pdn.png
Pins as bars on the die edge.
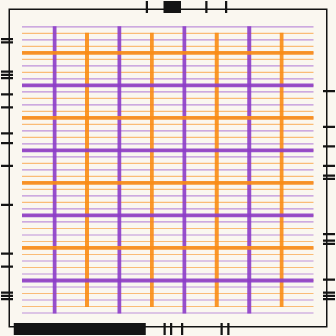
cell_classes.png
Bar = 50 um.
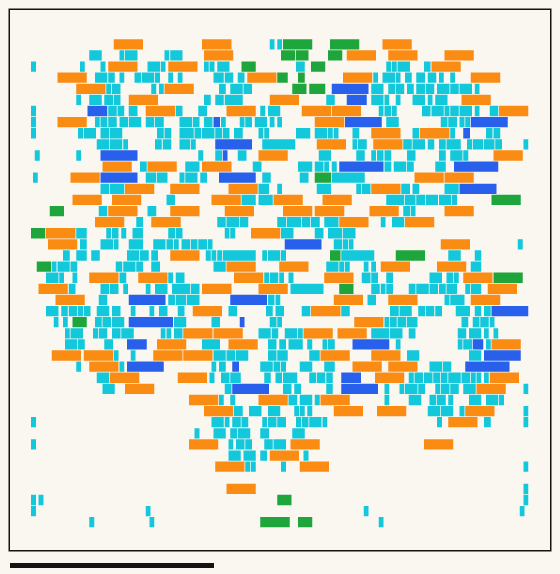
clock_map.png
Bar = 50 um.
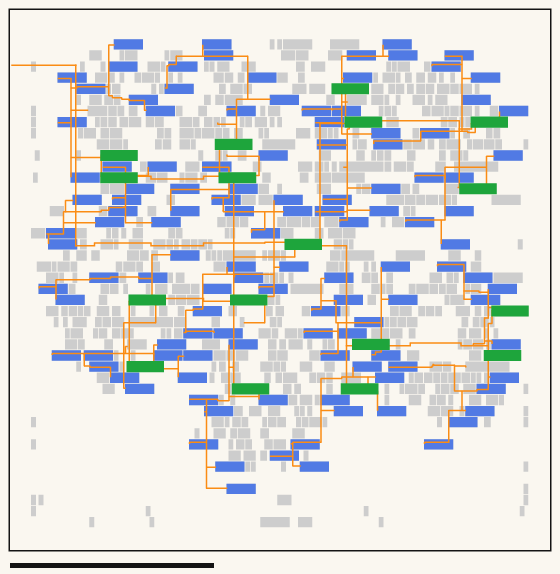
metal_stack.png
Two of the layers only.
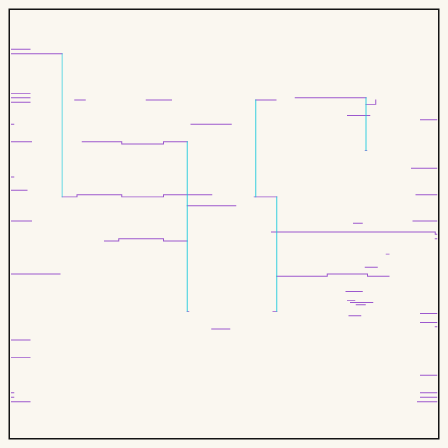
### src/rtl/btn_responder_pkg.sv
// Shared register offsets and flag-update helper for the push-button responder.
package btn_responder_pkg;

  localparam int unsigned BUS_W = 32;

  typedef enum logic [1:0] {
    BTN_OFF_STATE = 2'd0,
    BTN_OFF_PRESS = 2'd1,
    BTN_OFF_REL   = 2'd2,
    BTN_OFF_IRQEN = 2'd3
  } btn_off_e;

  // Sticky W1C flag bit: a set on the same edge as a clear wins.
  function automatic logic w1c_bit(input logic flag, input logic clr, input logic set);
    return (flag & ~clr) | set;
  endfunction

endpackage

### src/rtl/btn_debounce.sv
// One button: 2-flop synchroniser, stability counter, debounced level and
// single-cycle rise/fall strobes that coincide with the level update edge.
module btn_debounce #(
  parameter int unsigned DEB_CYCLES = 250000,
  parameter int unsigned CNT_W      = 18
) (
  input  logic clk_i,
  input  logic rst_i,
  input  logic btn_i,
  output logic level_o,
  output logic rise_o,
  output logic fall_o
);

  localparam logic [CNT_W-1:0] CNT_LAST = CNT_W'(DEB_CYCLES - 1);
  localparam logic [CNT_W-1:0] CNT_ZERO = CNT_W'(0);
  localparam logic [CNT_W-1:0] CNT_ONE  = CNT_W'(1);

  logic             sync1_r;
  logic             sync2_r;
  logic             level_r;
  logic [CNT_W-1:0] cnt_r;
  logic             accept_s;

  // New level is accepted on the edge where the mismatch has lasted DEB_CYCLES samples.
  always_comb begin
    accept_s = (sync2_r != level_r) && (cnt_r == CNT_LAST);
  end

  // Synchroniser, stability counter and debounced level.
  always_ff @(posedge clk_i) begin
    if (rst_i) begin
      sync1_r <= 1'b0;
      sync2_r <= 1'b0;
      level_r <= 1'b0;
      cnt_r   <= CNT_ZERO;
    end else begin
      sync1_r <= btn_i;
      sync2_r <= sync1_r;
      if (sync2_r == level_r) begin
        cnt_r <= CNT_ZERO;
      end else if (cnt_r == CNT_LAST) begin
        level_r <= sync2_r;
        cnt_r   <= CNT_ZERO;
      end else begin
        cnt_r <= cnt_r + CNT_ONE;
      end
    end
  end

  assign level_o = level_r;
  assign rise_o  = accept_s & sync2_r;
  assign fall_o  = accept_s & ~sync2_r;

endmodule

### src/rtl/btn_responder.sv
// Push-button bus responder: per-button debouncers plus the STATE/PRESS/RELEASE/IRQ_EN
// register file with combinational read-back and a level interrupt.
module btn_responder
  import btn_responder_pkg::*;
#(
  parameter int unsigned NUM_BTN    = 5,
  parameter int unsigned DEB_CYCLES = 250000,
  parameter int unsigned CNT_W      = 18
) (
  input  logic               clk_i,
  input  logic               rst_i,
  input  logic [NUM_BTN-1:0] btn_i,
  input  logic [31:0]        addr_i,
  input  logic               we_i,
  input  logic [31:0]        data_i,
  output logic [31:0]        data_o,
  output logic               irq_o
);

  localparam logic [NUM_BTN-1:0] BTN_ZERO = {NUM_BTN{1'b0}};

  logic [NUM_BTN-1:0] state_s;
  logic [NUM_BTN-1:0] rise_s;
  logic [NUM_BTN-1:0] fall_s;
  logic [NUM_BTN-1:0] press_r;
  logic [NUM_BTN-1:0] release_r;
  logic [NUM_BTN-1:0] irq_en_r;
  logic [NUM_BTN-1:0] press_clr_s;
  logic [NUM_BTN-1:0] release_clr_s;
  logic [NUM_BTN-1:0] press_nxt_s;
  logic [NUM_BTN-1:0] release_nxt_s;
  logic [BUS_W-1:0]   rd_s;
  btn_off_e           off_s;
  logic               unused_s;

  for (genvar gi = 0; gi < NUM_BTN; gi++) begin : g_deb
    btn_debounce #(
      .DEB_CYCLES (DEB_CYCLES),
      .CNT_W      (CNT_W)
    ) u_deb (
      .clk_i   (clk_i),
      .rst_i   (rst_i),
      .btn_i   (btn_i[gi]),
      .level_o (state_s[gi]),
      .rise_o  (rise_s[gi]),
      .fall_o  (fall_s[gi])
    );
  end

  assign off_s    = btn_off_e'(addr_i[3:2]);
  assign unused_s = ^{addr_i[31:4], addr_i[1:0], data_i};

  // W1C clear masks and next flag values; bits above NUM_BTN are simply not sliced in.
  always_comb begin
    press_clr_s   = BTN_ZERO;
    release_clr_s = BTN_ZERO;
    if (we_i && (off_s == BTN_OFF_PRESS)) begin
      press_clr_s = data_i[NUM_BTN-1:0];
    end else if (we_i && (off_s == BTN_OFF_REL)) begin
      release_clr_s = data_i[NUM_BTN-1:0];
    end else begin
      press_clr_s   = BTN_ZERO;
      release_clr_s = BTN_ZERO;
    end
    for (int i = 0; i < NUM_BTN; i++) begin
      press_nxt_s[i]   = w1c_bit(press_r[i], press_clr_s[i], rise_s[i]);
      release_nxt_s[i] = w1c_bit(release_r[i], release_clr_s[i], fall_s[i]);
    end
  end

  // Flag and interrupt-enable registers.
  always_ff @(posedge clk_i) begin
    if (rst_i) begin
      press_r   <= BTN_ZERO;
      release_r <= BTN_ZERO;
      irq_en_r  <= BTN_ZERO;
    end else begin
      press_r   <= press_nxt_s;
      release_r <= release_nxt_s;
      if (we_i && (off_s == BTN_OFF_IRQEN)) begin
        irq_en_r <= data_i[NUM_BTN-1:0];
      end
    end
  end

  // Read mux, zero-extended to the bus width.
  always_comb begin
    rd_s = 32'd0;
    case (off_s)
      BTN_OFF_STATE: rd_s[NUM_BTN-1:0] = state_s;
      BTN_OFF_PRESS: rd_s[NUM_BTN-1:0] = press_r;
      BTN_OFF_REL:   rd_s[NUM_BTN-1:0] = release_r;
      BTN_OFF_IRQEN: rd_s[NUM_BTN-1:0] = irq_en_r;
      default:       rd_s = 32'd0;
    endcase
  end

  assign data_o = rd_s;
  assign irq_o  = |(press_r & irq_en_r);

endmodule

### config.mk
export PLATFORM = sky130hd
export DESIGN_NAME = btn_responder
export DESIGN_NICKNAME = d
export VERILOG_FILES = /design/src/rtl/btn_responder_pkg.sv /design/src/rtl/btn_debounce.sv /design/src/rtl/btn_responder.sv
export SDC_FILE = /design/constraint.sdc
export NUM_CORES = 1
export LEC_CHECK = 0
export ABC_CLOCK_PERIOD_IN_PS = 2700
export CAP_MARGIN = 20
export CORE_MARGIN = 5
export CORE_UTILIZATION = 39
export DETAILED_ROUTE_END_ITERATION = 16
export MAX_ROUTING_LAYER = met4
export SETUP_SLACK_MARGIN = 0.3
export SLEW_MARGIN = 10
export SYNTH_ARGS = -nofsm -noshare
export SYNTH_HDL_FRONTEND = slang
export SYNTH_HIERARCHICAL = 1
export SYNTH_SLANG_ARGS = --single-unit
### constraint.sdc
create_clock -name clk_i -period 2.7 [get_ports clk_i]
set_clock_uncertainty 0.15 [all_clocks]
set_input_delay 0.54 -clock clk_i [delete_from_list [all_inputs] [get_ports clk_i]]
set_output_delay 0.54 -clock clk_i [all_outputs]
set_load 0.1 [all_outputs]
==> GITHUB_STEP_SUMMARY <==
## Synthesis and layout report

| Metric | Value |
|---|---|
| Run status | `complete, no violations` |
| Chip area estimate from yosys synthesis | `5820 um^2` |
| Power in sequential cells | `1.79 mW` |
| Hold/Removal Path Class | `flip-flop to flip-flop` |
| WHS | `285 ps` |
| Synth Register Bits | `120` |
| Synth-to-layout area growth | `15.3%` |
| FF-to-FF path depth | `4` |
| Slowest Stage Delay on Critical Path | `430 ps` |
| Insertion delay to the later sink of the worst-skew pair | `410 ps` |
| Detailed-routing iteration count for the pre-antenna-repair pass | `4` |
| Maximum number of pins on one net before global-route repair | `41` |
| Most frequent logic cell in the layout | `sky130_fd_sc_hd__dfxtp_1` |
| Register share after synthesis | `41.3%` |
| Maximum Capacitance Violations | `0` |
| Area share of xor/xnor cells in the synthesized design | `9.78%` |
| Data arrival time of the worst path | `1610 ps` |
| Mux area share | `2.99%` |
| Detailed Place HPWL | `8.25 mm` |
| Final RePlAce weighted congestion | `0.834` |
| Die Span X | `132 um` |
| Combinational family with the most area after synthesis | `simple AND/OR/NAND/NOR gates` |
| Max Freq | `436 MHz` |
| Combinational cell fraction of total power | `5.8%` |
| Bufs and invs on worst path | `2` |
| Post CTS Setup Buffer Count | `0` |
| Most used flip-flop cell after synthesis | `sky130_fd_sc_hd__dfxtp_1` |
| Number of buffers added by the clock tree synthesis step | `17` |
| Iter 0 DRT Violations | `193` |
| Design internal power | `3.46 mW` |
| Startpoint kind of the worst setup timing path | `primary input` |
| Port buffer count | `20` |
| Stage-log warning count | `83` |
| Critical-path maximum fanout | `8` |
| Highest-delay cell along the critical path | `sky130_fd_sc_hd__dlygate4sd2_1` |
| Final antenna-violating net count | `0` |
| Area share of and-or/or-and cells after synthesis | `7.18%` |
| Average instance area after synthesis | `8.83 um^2` |
| Setup crit start | `addr_i[3]` |
| Asr flop ratio synth | `0%` |
| Capturing point of the worst reg2reg path | `g_deb[1].u_deb/cnt_r[5]` |
| Adder Area Share | `1.07%` |
| Post-synthesis cell area | `5820 um^2` |
| First-pass GRT wire length | `19.6 mm` |
| Routed length per instance | `13.2 um` |
| Non-filler cells in the finished layout | `882` |
| Min-delay src | `g_deb[4].u_deb/sync1_r` |
| Worst hold path stage count | `1` |
| Total inserted antenna cells | `0` |
| Worst Hold End | `g_deb[4].u_deb/sync2_r` |
| Path type of the worst setup path | `primary input to output port` |
| Clock tree root buffer cell | `sky130_fd_sc_hd__clkbuf_16` |
| Detailed-route vias per instance | `5.19` |
| Leading power group | `the clock network` |
| Final Hold Fails | `0` |
| All-layer global routing usage | `13.9%` |
| Crit path time final | `2300 ps` |
| Number of placement rows | `44` |
| Final critical-path share of the clock period | `85.0%` |
| Starting utilization of the core area | `39.9%` |
| Max clock buf depth | `2` |
| Number of antenna violations at the first check in global routing | `0` |
| Worst-path cell chain | `dlygate4sd2_1, mux4_2, buf_12` |
| Post-layout total power | `4.44 mW` |
| Worst reg-to-reg setup slack | `570 ps` |
| Leakage | `2.09 nW` |
| Clock-pin slew of the registers on the worst-case setup and hold paths | `50 ps` |
| Sequential power share | `40.3%` |
| Clock tree from TritonCTS | `built` |
| Final Max Tran Viols | `0` |
| Clock sink count | `120` |
| Final global-route overflow total | `0` |
| Max-Slew Margin vs Limit | `57.8%` |
| Pwr Density | `662 nW/um^2` |
| Total via count after detailed routing | `4580` |
| Proportion of power drawn by the clock network | `53.9%` |
| Yosys Instances | `659` |
| DRC | `0` |
| RSZ-0062 raised after global routing | `no` |
| Reg2reg start | `g_deb[1].u_deb/cnt_r[9]` |
| Placeable Area | `14600 um^2` |
| Number of synthesized flops with an enable pin | `0` |
| Gate count after technology mapping | `659` |
| And+or+nand+nor area frac | `30.4%` |
| Switch share | `22.1%` |
| Top Family by Delay on Critical Path | `buffers and inverters` |
| Die span in y | `132 um` |
| Power drawn by the clock network | `2.39 mW` |
| Crit end category | `output port` |
| Number of H-tree levels | `4` |
| Count of cell instances traversed by the critical path | `3` |
| End point of the critical path | `data_o[1]` |
| Tally of yosys warning messages | `6` |
| Most common logic cells in the final layout | `sky130_fd_sc_hd__dfxtp_1 (120), sky130_fd_sc_hd__nor2_1 (95), sky130_fd_sc_hd__xnor2_1 (55)` |
| Die area | `17500 um^2` |
| Nets@finish | `763` |
| Number of global-route vias before repair | `4306` |
| Placed insts | `851` |
| Proportion of layout cells with a drive suffix above 1 | `8.88%` |
| Worst IR drop on VDD | `0.000424 V` |
| Power in combinational cells | `0.257 mW` |
| Count of final setup violators | `0` |
| Actual slew at the worst max-slew pin | `633 ps` |
| WP data required | `2010 ps` |
| Distinct lib cells | `40` |
Back to the opening pictures, pdn.png:
[orange] VDD
[purple] VSS
met5 straps: 8
met1 rails: 45

Back to the opening pictures, cell_classes.png:
[green] other buffers and delay cells | cells: 24 | share of their area: 4.5%
[blue] clock drivers and dummy loads | cells: 31 | share of their area: 9.7%
[orange] flops | cells: 120 | share of their area: 37%
[cyan] all other logic | cells: 523 | share of their area: 49%

Back to the opening pictures, clock_map.png:
[orange] clock wires | length: 1590 um
[green] cells driving clock nets | count: 17
[blue] flip-flops | count: 120
routed clock nets: 18

Back to the opening pictures, metal_stack.png:
[purple] met3 | wire length: 466 um
[cyan] met4 | wire length: 178 um

through the flow:
stage               TNS, ps  setup slack [ps]  utilization, %  instance area, um^2
floorplan                 0               372               -                 5920
detailed placement    -74.8             -49.1            41.8                 6090
CTS                       0               310            46.0                 6720
finish                    0               405            46.0                 6710
global placement      -70.4             -49.9            41.8                 6090
global route              0               378            46.0                 6710
cells in the mapped netlist, drive strengths merged (10+ instances only):
master	n	area share, %
nor3	20	1.7
buf	40	5.8
nor2	95	6.1
xnor2	55	8.3
nor4b	10	1.5
nor2b	15	1.6
dfxtp	120	41
xor2	10	1.5
nand4	20	2.1
nand2b	20	2.1
o21ai	15	1.6
inv	20	1.3
a21oi	20	1.7
nand2	31	2.0
nand3	50	4.3
nor4	25	2.7
a311oi	10	1.5
and3	16	1.8
timing repair:
item | CTS | global route
resized | 8 | 1
cloned | 0 | 0
endpoints found under the setup margin | 5 | 2
hold buffers | 0 | 0
hold endpoints to repair | 0 | 0
layer usage:
layer	vias up	part of all wire (%)	track usage, %	wire, um
met5	-	0	-	0
met4	0	1.5	6.34	178
met3	14	4.0	3.66	465
met2	70	47	21.9	5470
met1	2151	47	16.6	5510
li1	2345	-	-	-
layout make-up:
class	instances	area [um^2]
Tap cell	184	230
Inverter	20	75.1
Timing Repair Buffer	24	292
Multi-Input combinational cell	503	3080
Sequential cell	120	2400
Clock inverter	8	143
Clock buffer	23	488
Fill cell	1391	7880
sequential cells by signal (all words and copies together) (netlist names):
name and flops:
g_deb.u_deb/cnt_r 90, g_deb.u_deb/level_o 5, g_deb.u_deb/sync1_r 5, g_deb.u_deb/sync2_r 5, irq_en_r 5, press_r 5
release_r 5
logic make-up after synthesis:
kind of cell,count (synthesis)
simple gates,334
flops,120
xor+xnor,65
compound gates,62
buf+inv,62
mux,10
fa+ha+maj,5
other cells,1
No activity file was given, so power comes from the tool's default toggle rates.
